Run 1, cells colored by class:
Scale bar: 20 um. Fill, decap, tap and diode cells in gray.
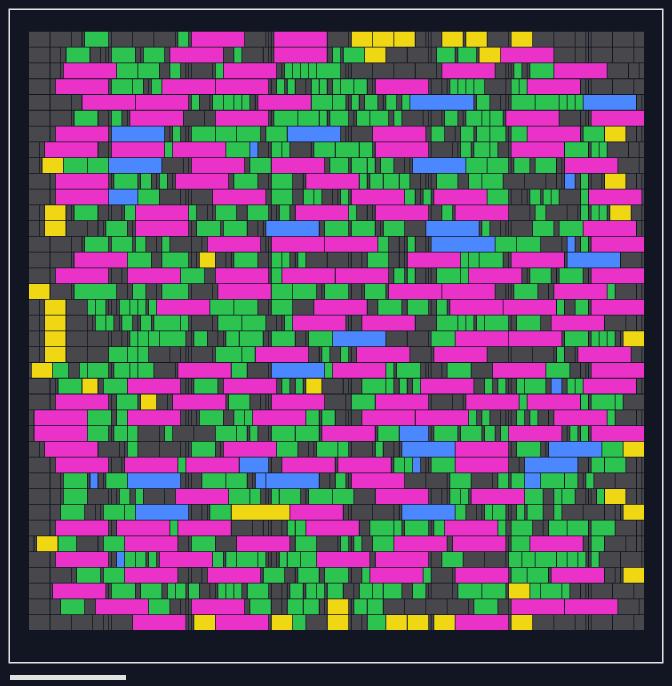
Run 1, the metal 2 layer:
Scale bar: 20 um.
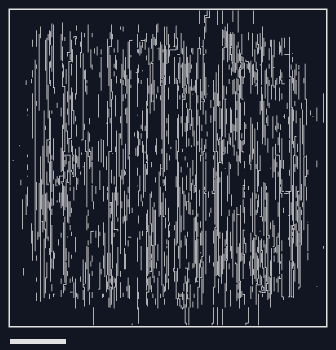
Run 1, placement view:
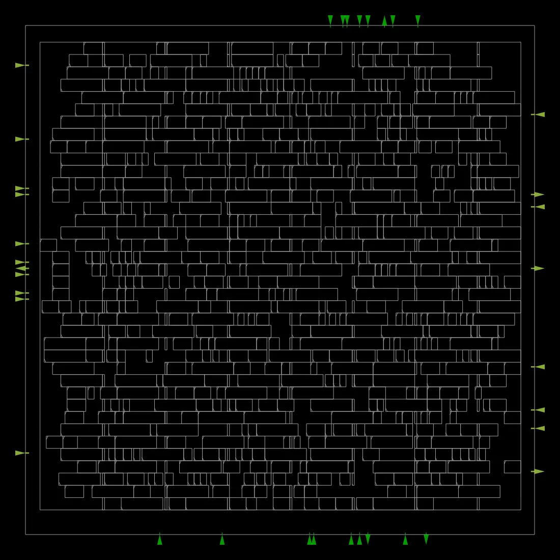
Design lut_cluster, sky130hd; sources not shown.
==> results.txt, run 1 <==
Results of the run.

The via count of the first global-routing pass is 4594. The number of clock sinks is 143. The worst-path cell with the longest stage delay is sky130_fd_sc_hd__clkdlybuf4s50_1. The initial antenna violation count was 0. In the detailed route, the total length drawn on met2 is 6960 um. The completed layout was analyzed and its total power is 0.002504 W. The run finished with clean final reports. The kind of launch point of the worst setup path is an input pin. For reference, the mux area share after synthesis is 0.2250. The total power per unit cell area is 323.1 nW/um2. The post-detailed-placement half-perimeter wirelength is 9190 um. For reference, the critical path cell chain is clkdlybuf4s50_1, mux2_2, a221oi_1, o211ai_1, clkdlybuf4s50_1. The parity-gate share of the synthesized area counting xor and xnor cells is 0. Summed over all routing layers, the global router reports a total usage of 0.2484.

The detailed-routing iteration count for the pre-antenna-repair pass is 5. Per the layout report, the design carries 40 non-clock buffers. For this run the top cell type by instance count after synthesis was sky130_fd_sc_hd__dfrtp_1. The synthesized netlist handed to floorplanning was reported with a cell count of 612.

The sum of routed wire segments on met1 is 6531 um. In this run, the synthesized area fraction spent on adder and majority cells is recorded as 0.007354. The final-layout non-clock buffer area share is 0.05263. Per the area breakdown, the dominant cell category is sequential cells. Per the detail_route report, routed wire per instance is 18.26 um. For this run, the final setup violation count is recorded as 0. The placement summary gives the final routability congestion estimate as 0.8731. The area recorded from the Yosys report for this design is 6805 um2. The clock slew seen by the registers of the worst setup and hold paths is 50 ps. The power report lists the combinational group at 0.000206 W. The post-synthesis to final-layout area growth is 13.88%. Summing all placed instances gives a cell area of 7154 um2.

The remaining antenna violation count is 0. In the global route stage, met3 resource usage came out at 0.05553. The kind of cell with the highest combined delay along the critical path is buffers and inverters.

The final timing report lists a hold violation count of 0. The clock tree from TritonCTS is yes. The leakage component of the power was reported as 3.748 nW. The setup TNS is 0 ps. The routed wire length on met3 is 614 um. The signal arrival time at the worst endpoint is 2710 ps. The mean area per synthesized cell is 11.12 um2.

Pins over their slew limit in the final report were tallied at 0. The buffer and inverter count on the worst path is 2. The number of clock buffers added by TritonCTS is 17. Of the available clock period, the critical path in the final layout requires 0.6012. The number of signal-net inverters in the final layout is 4. For flop-to-flop paths, the worst setup slack is 2960 ps. The share of total power dissipated in the clock network is 0.450.

Before CTS, the worst setup slack after placement is 2168 ps. The kind of capture point of the worst setup path is an output pin. The chip footprint is 12660 um2. The clock-cell share of area is 0.07330.

The combinational cell fraction of total power is 0.082. The height of the die is 112.5 um. The layer flagged by global routing as most heavily used is met2. The total clock network power is 0.00113 W. Among the non-sequential cells, multiplexers take the most area. OpenROAD emitted warnings numbering 30. In the layout the commonest cells are 143 x sky130_fd_sc_hd__dfrtp_1, 125 x sky130_fd_sc_hd__nand2_1, 72 x sky130_fd_sc_hd__mux2_2, 72 x sky130_fd_sc_hd__mux2i_1, 50 x sky130_fd_sc_hd__o21ai_0. The maximum number of buffers from clock root to sink is 2. The internal power of the cells is 0.001953 W. For the final database, setup skew stands at 4.344 ps. Setup repair after global routing left no endpoint under its margin.

The combinational fraction of the cell area is 0.3871. The worst path needs 3247 ps of the cycle, external delays included. The number of flip-flops in the largest register is 68. In this run the count of I/O pins placed on the die edge is 36. Entering global routing, the biggest net connects 110 pins.
About 'cells colored by class':
legend:
  flip-flops:
    color: magenta
    cells: 143
    share_of_their_area: 47%
  all other logic:
    color: green
    cells: 427
    share_of_their_area: 40%
  other buffers and delay cells:
    color: yellow
    cells: 40
    share_of_their_area: 5.4%
  clock drivers and dummy loads:
    color: blue
    cells: 31
    share_of_their_area: 7.5%
area of the core region: 10980 um2
final cell area excluding filler cells: 7750 um2

About 'the metal 2 layer':
wire length on this layer: 6960 um
longest straight run: 77.9 um
main direction: vertical
met2 demand-to-capacity share in global routing: 0.3846
vias post-DR: 4553

About 'placement view':
fill cell total of the finished layout: 798
core occupancy in the finished layout: 0.7056
total number of placement rows: 38
flop share of the area: 0.4617
final standard cell count with taps included and fillers excluded: 781

Run 1, clock network drawn from the DEF:
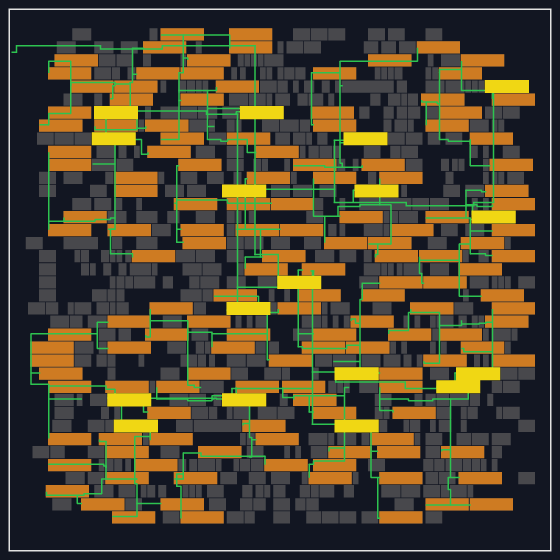

==> run 2: changes to the inputs <==
==> constraint.sdc (replaced) <==
create_clock -name clock -period 3.15 [get_ports clock]
set_input_delay 0.315 -clock clock [delete_from_list [all_inputs] [get_ports clock]]
set_output_delay 0.315 -clock clock [all_outputs]
set_load 0.005 [all_outputs]
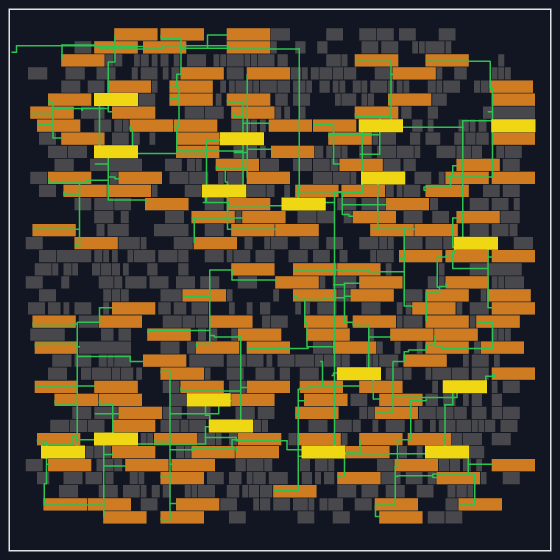
Run 2: clock network drawn from the DEF
legend:
  clock wires:
    color: green
    length: 1680 um
  flip-flops:
    color: orange
    count: 143
  cells driving clock nets:
    color: yellow
    count: 17
flops lie: spread over the die
routed clock nets: 18
Post-Route Skew: 8.070 ps
clock share of power: 0.481

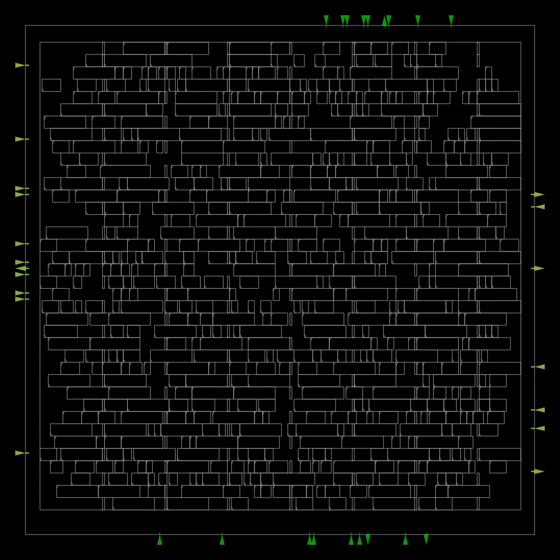
Run 2: placement view
sequential cell count: 143
final standard cell count with taps included and fillers excluded: 786
flop share of the area: 0.4536
n_taps: 140
core occupancy in the finished layout: 0.7183

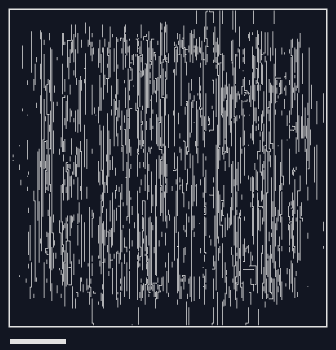
Run 2: the metal 2 layer
Scale bar: 20 um.
vias post-DR: 4540
final routed wirelength across all metal layers: 14780 um
met2 demand-to-capacity share in global routing: 0.4017

==> results.txt, run 2 <==
Results of the run.

The number of gates given a new drive strength after cts is 0. The count of mapped cells out of synthesis is 612 (unchanged). The maximum number of buffers from clock root to sink was 2 (unchanged). Among all stages on the critical path, the largest delay is contributed by sky130_fd_sc_hd__clkdlybuf4s50_1. The sum of routed wire segments on met1 was 7003 um (+7.2%). The routed design could run at a clock period as short as 2734 ps. The number of flip-flops in the largest register is 68 (unchanged).

The via count of the first global-routing pass was 4668 (+1.6%). The mean area per synthesized cell is 11.12 um2 (unchanged). The ratio of cells with drive above 1 in the final layout is 0.2028. The power consumption is 0.004564 W (+82%). The total track usage is 0.2613 (+0.01298).

Dividing the final minimum period by the clock period gives 0.8681. The number of fill cells came to 828 (+3.8%). The number of clock sinks is 143 (unchanged). The combinational cell fraction of total power is 0.079 (-0.003). The kind of launch point of the worst setup path is an input pin. The average wire length per cell after detail routing is 18.80 um (+3.0%). The internal power of the cells is 0.003581 W (+83%).

The initial antenna violation count was 0 (unchanged). The final number of setup-violating endpoints was 0 (unchanged). The tool warning count was 29 (-3.3%).

The core box area is 10980 um2 (unchanged). The kind of capture point of the worst setup path is an output pin. The total clock network power was 0.00220 W (+95%). The chip footprint is 12660 um2 (unchanged).

The met2 wirelength from detailed routing was 7055 um (+1.4%). The post-synthesis share of cell area spent on full adders, half adders and majority gates is 0.007354 (unchanged). The final tally of hold violations came to 0 (unchanged).

The post-detailed-placement half-perimeter wirelength is 9493 um (+3.3%). Among all cell classes, the greatest summed area belongs to sequential cells. The parity-gate share of the synthesized area counting xor and xnor cells is 0 (unchanged). The number of top-level design ports is 36 (unchanged). The area of all placed cells without fillers is 7889 um2 (+1.8%).

Summed over all instances, the cell type with the most area after synthesis is sky130_fd_sc_hd__dfrtp_1. The final-layout non-clock buffer area share is 0.05773 (+0.005100). The maximum number of pins on one net before global-route repair is 62 (-44%). The most frequently used library cell after synthesis is sky130_fd_sc_hd__dfrtp_1. The number of non-clock buffers in the layout is 44 (+10%).

The total CTS buffers is 17 (unchanged). Setup repair after global routing left no endpoint under its margin. The detailed-routing iteration count for the pre-antenna-repair pass was 4 (-1). The global router reports that the layer with the highest usage is met2. Grouping stages by cell kind, the critical path spends the most delay in buffers and inverters. The leakage power is 3.809 nW (+1.6%).

Grouping non-sequential cells by family puts the most area in multiplexers. The routed wire length on met3 is 496 um (-19%). In the layout the commonest cells are 143 x sky130_fd_sc_hd__dfrtp_1, 125 x sky130_fd_sc_hd__nand2_1, 72 x sky130_fd_sc_hd__mux2_2, 72 x sky130_fd_sc_hd__mux2i_1, 50 x sky130_fd_sc_hd__o21ai_0. The run finished with clean final reports.

The total cell area reported by yosys after synthesis is 6805 um2 (unchanged). The combinational fraction of the cell area is 0.3803 (-0.006816). In this run the critical path is formed by clkdlybuf4s50_1, mux2_2, a211oi_1, o211ai_1, clkdlybuf4s50_1.

The buffer and inverter count on the worst path is 2 (unchanged). The signal arrival time at the worst endpoint is 2420 ps (-290 ps). The row count is 38 (unchanged). TritonCTS built the clock tree.

The multiplexer area fraction after synthesis is 0.2250 (unchanged). The total power per unit cell area is 578.5 nW/um2 (+79%). The worst setup timing slack at the placement stage is 432.4 ps (-1736 ps). The placer congestion estimate is 0.8910 (+2.1%).

The setup TNS is 0 ps (unchanged). The clock-cell share of area is 0.08374 (+0.01045).
Power is estimated from default activity; no workload was simulated.
